Figure 1. Cells coloured by class.
Drawn at 2 px/um. Fill, decap, tap and diode cells in grey.
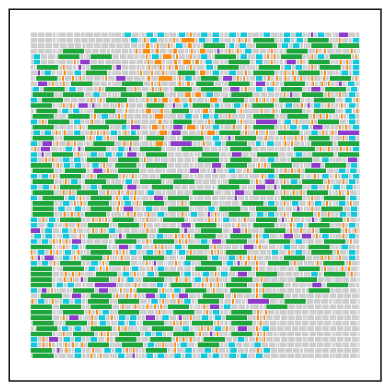
Figure 2. Zoomed window.
Window x 80 to 105, y 80 to 105 um. Cells in grey, sequential cells in the stronger grey; small squares are vias.
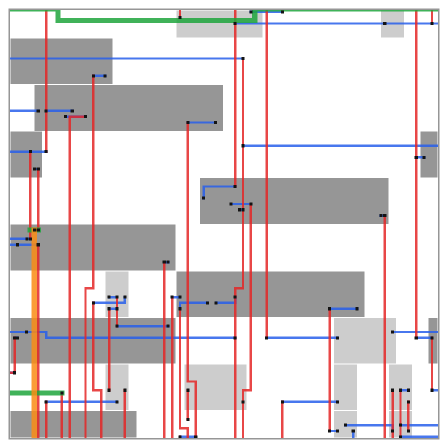
Figure 3. The clock network.
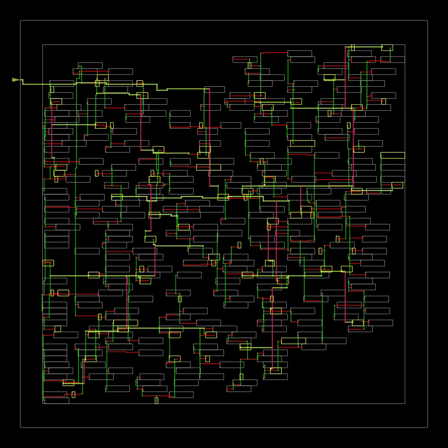
Figure 4. Routed clock nets over the placement.
Drawn at 3 px/um.
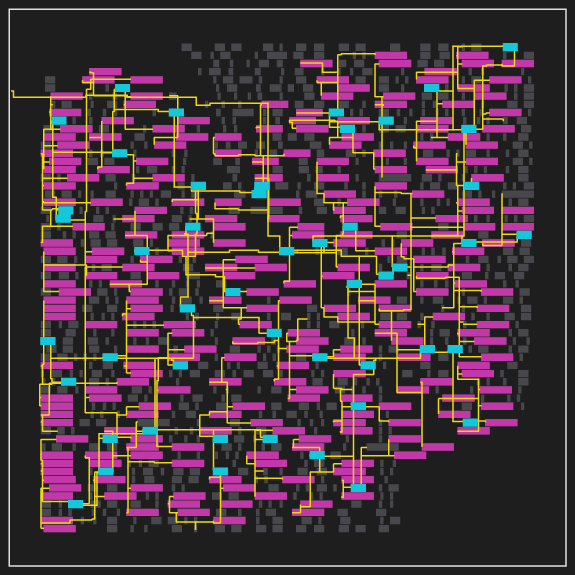
## src/rtl/tl_ul_link_buffer.sv

```systemverilog
// tl_ul_link_buffer: registered buffer stage for one TileLink-UL port.
//   clock/reset_n   : single clock, asynchronous active-low reset
//   a_in_* / a_out_*: A channel, master side in, slave/monitor side out (A_W bits)
//   d_in_* / d_out_*: D channel, slave side in, master/monitor side out (D_W bits)
//   inflight        : A beats issued minus D beats delivered
//   err_orphan_d    : one-cycle pulse after a D beat is delivered with nothing in flight
// Optional feature macro: TL_LINK_BUFFER_PIPE_EN (accept into a full FIFO when it
// is draining in the same cycle; adds a combinational out_ready -> in_ready path).

// Generic per-channel FIFO; the parent decides when to push.
// Latency: 1 cycle push -> out_valid, no combinational in -> out path.
// Backpressure: parent must only push when count != DEPTH or a pop happens this cycle.
module tl_ul_link_fifo #(
  parameter int W     = 8,
  parameter int DEPTH = 2
) (
  input  logic                         clock,
  input  logic                         reset_n,
  input  logic                         push,
  input  logic [W-1:0]                 push_bits,
  input  logic                         out_ready,
  output logic                         out_valid,
  output logic [W-1:0]                 out_bits,
  output logic [$clog2(DEPTH+1)-1:0]   count
);

  localparam int PW = $clog2(DEPTH);
  localparam int CW = $clog2(DEPTH + 1);

  logic [W-1:0]  mem [DEPTH];
  logic [PW-1:0] head_q;
  logic [PW-1:0] tail_q;
  logic [CW-1:0] count_q;
  logic          pop;

  assign out_valid = (count_q != '0);
  assign out_bits  = mem[head_q];
  assign count     = count_q;
  assign pop       = out_valid & out_ready;

  // DEPTH is a power of two, so pointers wrap naturally.
  always_ff @(posedge clock or negedge reset_n) begin
    if (!reset_n) begin
      head_q  <= '0;
      tail_q  <= '0;
      count_q <= '0;
    end else begin
      if (push) tail_q <= tail_q + 1'b1;
      if (pop)  head_q <= head_q + 1'b1;
      case ({push, pop})
        2'b10:   count_q <= count_q + 1'b1;
        2'b01:   count_q <= count_q - 1'b1;
        default: count_q <= count_q;
      endcase
    end
  end

  // Payload storage needs no reset: contents are only visible while out_valid=1.
  always_ff @(posedge clock) begin
    if (push) mem[tail_q] <= push_bits;
  end

endmodule

// TileLink-UL link buffer: per-channel FIFOs plus in-flight tracking.
// Latency: 1 cycle in -> out on both A and D channels.
// Backpressure: in_ready drops when the FIFO is full; A also stalls when inflight + queued A reach MAX_INFLIGHT.
module tl_ul_link_buffer #(
  parameter int DEPTH        = 2,
  parameter int A_W          = 79,
  parameter int D_W          = 44,
  parameter int MAX_INFLIGHT = 2
) (
  input  logic           clock,
  input  logic           reset_n,
  input  logic           a_in_valid,
  output logic           a_in_ready,
  input  logic [A_W-1:0] a_in_bits,
  output logic           a_out_valid,
  input  logic           a_out_ready,
  output logic [A_W-1:0] a_out_bits,
  input  logic           d_in_valid,
  output logic           d_in_ready,
  input  logic [D_W-1:0] d_in_bits,
  output logic           d_out_valid,
  input  logic           d_out_ready,
  output logic [D_W-1:0] d_out_bits,
  output logic [1:0]     inflight,
  output logic           err_orphan_d
);

  localparam int CW = $clog2(DEPTH + 1);
  // Wide enough to hold inflight + a full A FIFO without wrapping.
  localparam int SW = $clog2(MAX_INFLIGHT + DEPTH + 1) + 1;
  localparam logic [CW-1:0] FULL    = CW'(DEPTH);
  localparam logic [1:0]    INF_MAX = 2'(MAX_INFLIGHT);

  logic [CW-1:0] a_count;
  logic [CW-1:0] d_count;
  logic          a_room;
  logic          d_room;
  logic [SW-1:0] a_reserved;
  logic          a_gate_ok;
  logic          a_push;
  logic          d_push;
  logic          a_out_fire;
  logic          d_out_fire;
  logic [1:0]    inflight_q;
  logic          err_q;

`ifdef TL_LINK_BUFFER_PIPE_EN
  // A full FIFO that is popping this cycle can take a new beat.
  assign a_room = (a_count != FULL) | a_out_ready;
  assign d_room = (d_count != FULL) | d_out_ready;
`else
  assign a_room = (a_count != FULL);
  assign d_room = (d_count != FULL);
`endif

  // Every queued or issued A beat holds a source ID until its D returns.
  assign a_reserved = SW'(inflight_q) + SW'(a_count);
  assign a_gate_ok  = (a_reserved < SW'(MAX_INFLIGHT));

  assign a_in_ready = reset_n & a_room & a_gate_ok;
  assign d_in_ready = reset_n & d_room;
  assign a_push     = a_in_valid & a_in_ready;
  assign d_push     = d_in_valid & d_in_ready;
  assign a_out_fire = a_out_valid & a_out_ready;
  assign d_out_fire = d_out_valid & d_out_ready;

  tl_ul_link_fifo #(.W(A_W), .DEPTH(DEPTH)) u_a_fifo (
    .clock     (clock),
    .reset_n   (reset_n),
    .push      (a_push),
    .push_bits (a_in_bits),
    .out_ready (a_out_ready),
    .out_valid (a_out_valid),
    .out_bits  (a_out_bits),
    .count     (a_count)
  );

  tl_ul_link_fifo #(.W(D_W), .DEPTH(DEPTH)) u_d_fifo (
    .clock     (clock),
    .reset_n   (reset_n),
    .push      (d_push),
    .push_bits (d_in_bits),
    .out_ready (d_out_ready),
    .out_valid (d_out_valid),
    .out_bits  (d_out_bits),
    .count     (d_count)
  );

  // In-flight counter saturates at both ends; an orphan D leaves it at 0
  // and raises a one-cycle error pulse instead.
  always_ff @(posedge clock or negedge reset_n) begin
    if (!reset_n) begin
      inflight_q <= '0;
      err_q      <= 1'b0;
    end else begin
      err_q <= d_out_fire & (inflight_q == 2'd0);
      case ({a_out_fire, d_out_fire})
        2'b10:   if (inflight_q != INF_MAX) inflight_q <= inflight_q + 2'd1;
        2'b01:   if (inflight_q != 2'd0)    inflight_q <= inflight_q - 2'd1;
        default: inflight_q <= inflight_q;
      endcase
    end
  end

  assign inflight     = inflight_q;
  assign err_orphan_d = err_q;

endmodule

```

## config.mk

```make
export PLATFORM = sky130hd
export DESIGN_NAME = tl_ul_link_buffer
export DESIGN_NICKNAME = d
export VERILOG_FILES = /design/src/rtl/tl_ul_link_buffer.sv
export SDC_FILE = /design/constraint.sdc
export NUM_CORES = 1
export LEC_CHECK = 0
export ABC_AREA = 1
export CELL_PAD_IN_SITES_DETAIL_PLACEMENT = 2
export CELL_PAD_IN_SITES_GLOBAL_PLACEMENT = 2
export CORE_MARGIN = 10
export CORE_UTILIZATION = 35
export CTS_BUF_LIST = sky130_fd_sc_hd__clkbuf_8
export CTS_CLUSTER_DIAMETER = 40
export DETAILED_ROUTE_END_ITERATION = 6
export PLACE_DENSITY = 0.9
export SETUP_SLACK_MARGIN = 0.4
export SKIP_CTS_REPAIR_TIMING = 1
export SYNTH_ARGS = -nofsm -noshare
export SYNTH_HDL_FRONTEND = slang
export SYNTH_SLANG_ARGS = --single-unit
```

## constraint.sdc

```tcl
create_clock -name clock -period 10.45 [get_ports clock]
set_clock_uncertainty 0.2 [all_clocks]
set_input_delay 2.09 -clock clock [delete_from_list [all_inputs] [get_ports clock]]
set_output_delay 2.09 -clock clock [all_outputs]
set_load 0.01 [all_outputs]
```

==> results.yml <==
# synthesis and place-and-route metrics
outcome:
  run_status: "complete, no violations"
yosys:
  fa_ha_area_frac: 0.00472
  logic_family: "simple AND/OR/NAND/NOR gates"
  synth_top_area_share: 0.774
  ys_warn_count: 0
  postSynthSeqShare: 0.803
  synthTopCellsByCount: "381 x nand2_1, 246 x edfxtp_1, 16 x buf_2"
  synthMostInstantiatedCell: "nand2_1"
  synthArstFlopShare: 0.0428
  synth.cellmix.xorXnorShare: 0.00734
  synthFlopType: "edfxtp_1"
  synth_chip_area_um2: 9540
grt:
  grt_first_pass_wirelength_um: 49500
  grt_busiest_layer: "met2"
  global_route.usage.met1: 0.183
  antenna_found_initial: 6
power:
  clockPowerShare: 0.267
  top_power_group: "sequential cells"
  internal_power_uw: 2440
  comb_cell_power_uw: 1360
clocking:
  cts.htree.levels: 2
  number_of_buffers_created_by_cts: 48
  cts_max_path_buffers: 3
  worst_setup_hold_path_clk_slew_ns: 0.06
finish:
  final_cell_utilization_of_the_core: 0.502
  layout-area-overhead-vs-synth_pct: 41.4
  leading_cell_type_in_the_layout_fill_and_taps_excluded: "nand2_1"
  drive_gt1_frac: 0.0837
route:
  met2_wire_len_um: 18500
  route.detailed.drc: 0
  detail_route.wirelength.met1_um: 11200
  ant_nets: 0
final_timing:
  fin_setup_tns_ns: 0
  hold_viol: 0
  layout_min_cycle_time_ns: 6.16
  timing.max_slew.rel_slack: 0.236
  clock.fmax_mhz: 162
critical_path:
  critical_path.max_fanout: 14
  cp.required_ns: 8.16
min_path:
  holdPathEnd: "inflight[1]"
floorplan:
  die-width_um: 185
-- Figure 1 (at the start) --
[clock drivers and dummy loads] purple | cells: 87
[flip-flops] green | cells: 257
[all other logic] orange | cells: 430
[other buffers and delay cells] cyan | cells: 265

-- Figure 2 (at the start) --
[met2] red
[met3] green
[met1] blue
[met4] orange
cells with their middle in the window: 17
most frequent: edfxtp_1 (7), nand2_1 (5)
sequential cells in the window: 7
netlist names of flops here include: `u_a_fifo.mem` (7)

-- Figure 3 (at the start) --
CTS sink cnt: 257
number of sequential cells in the layout: 257
clock insertion delay at the later pin of the skew report: 0.54 ns
CLK BUF: 49
power in the clock group: 992 uW

-- Figure 4 (at the start) --
[flip-flops] magenta | count: 257
[cells driving clock nets] cyan | count: 48
[clock wires] yellow | length: 3800 um
flops lie: all over the die

-- final cells by class --
class                           instances  area (um^2)  area share
Tap cell                              341          427      0.0316
Antenna cell                            5         12.5    0.000927
Inverter                               13         48.8     0.00362
Multi-Input combinational cell        417         1740       0.129
Sequential cell                       257         7660       0.568
Clock buffer                           49          674      0.0500
Clock inverter                         38          295      0.0219
Timing Repair Buffer                  265         2640       0.195
-- state kept, by name (all words and copies together) (netlist names) --
name and count:
err_orphan_d 1, u_a_fifo.mem 158, u_d_fifo.head_q 1, u_d_fifo.count 2
u_d_fifo.tail_q 1, u_a_fifo.count 2, inflight 2, u_d_fifo.mem 88
u_a_fifo.head_q 1, u_a_fifo.tail_q 1
-- critical path: stages --
cell	delay (ns)
clkdlybuf4s50_1	0.91
a21boi_4	0.30
clkdlybuf4s50_1	0.56
Power is estimated from default activity; no workload was simulated.
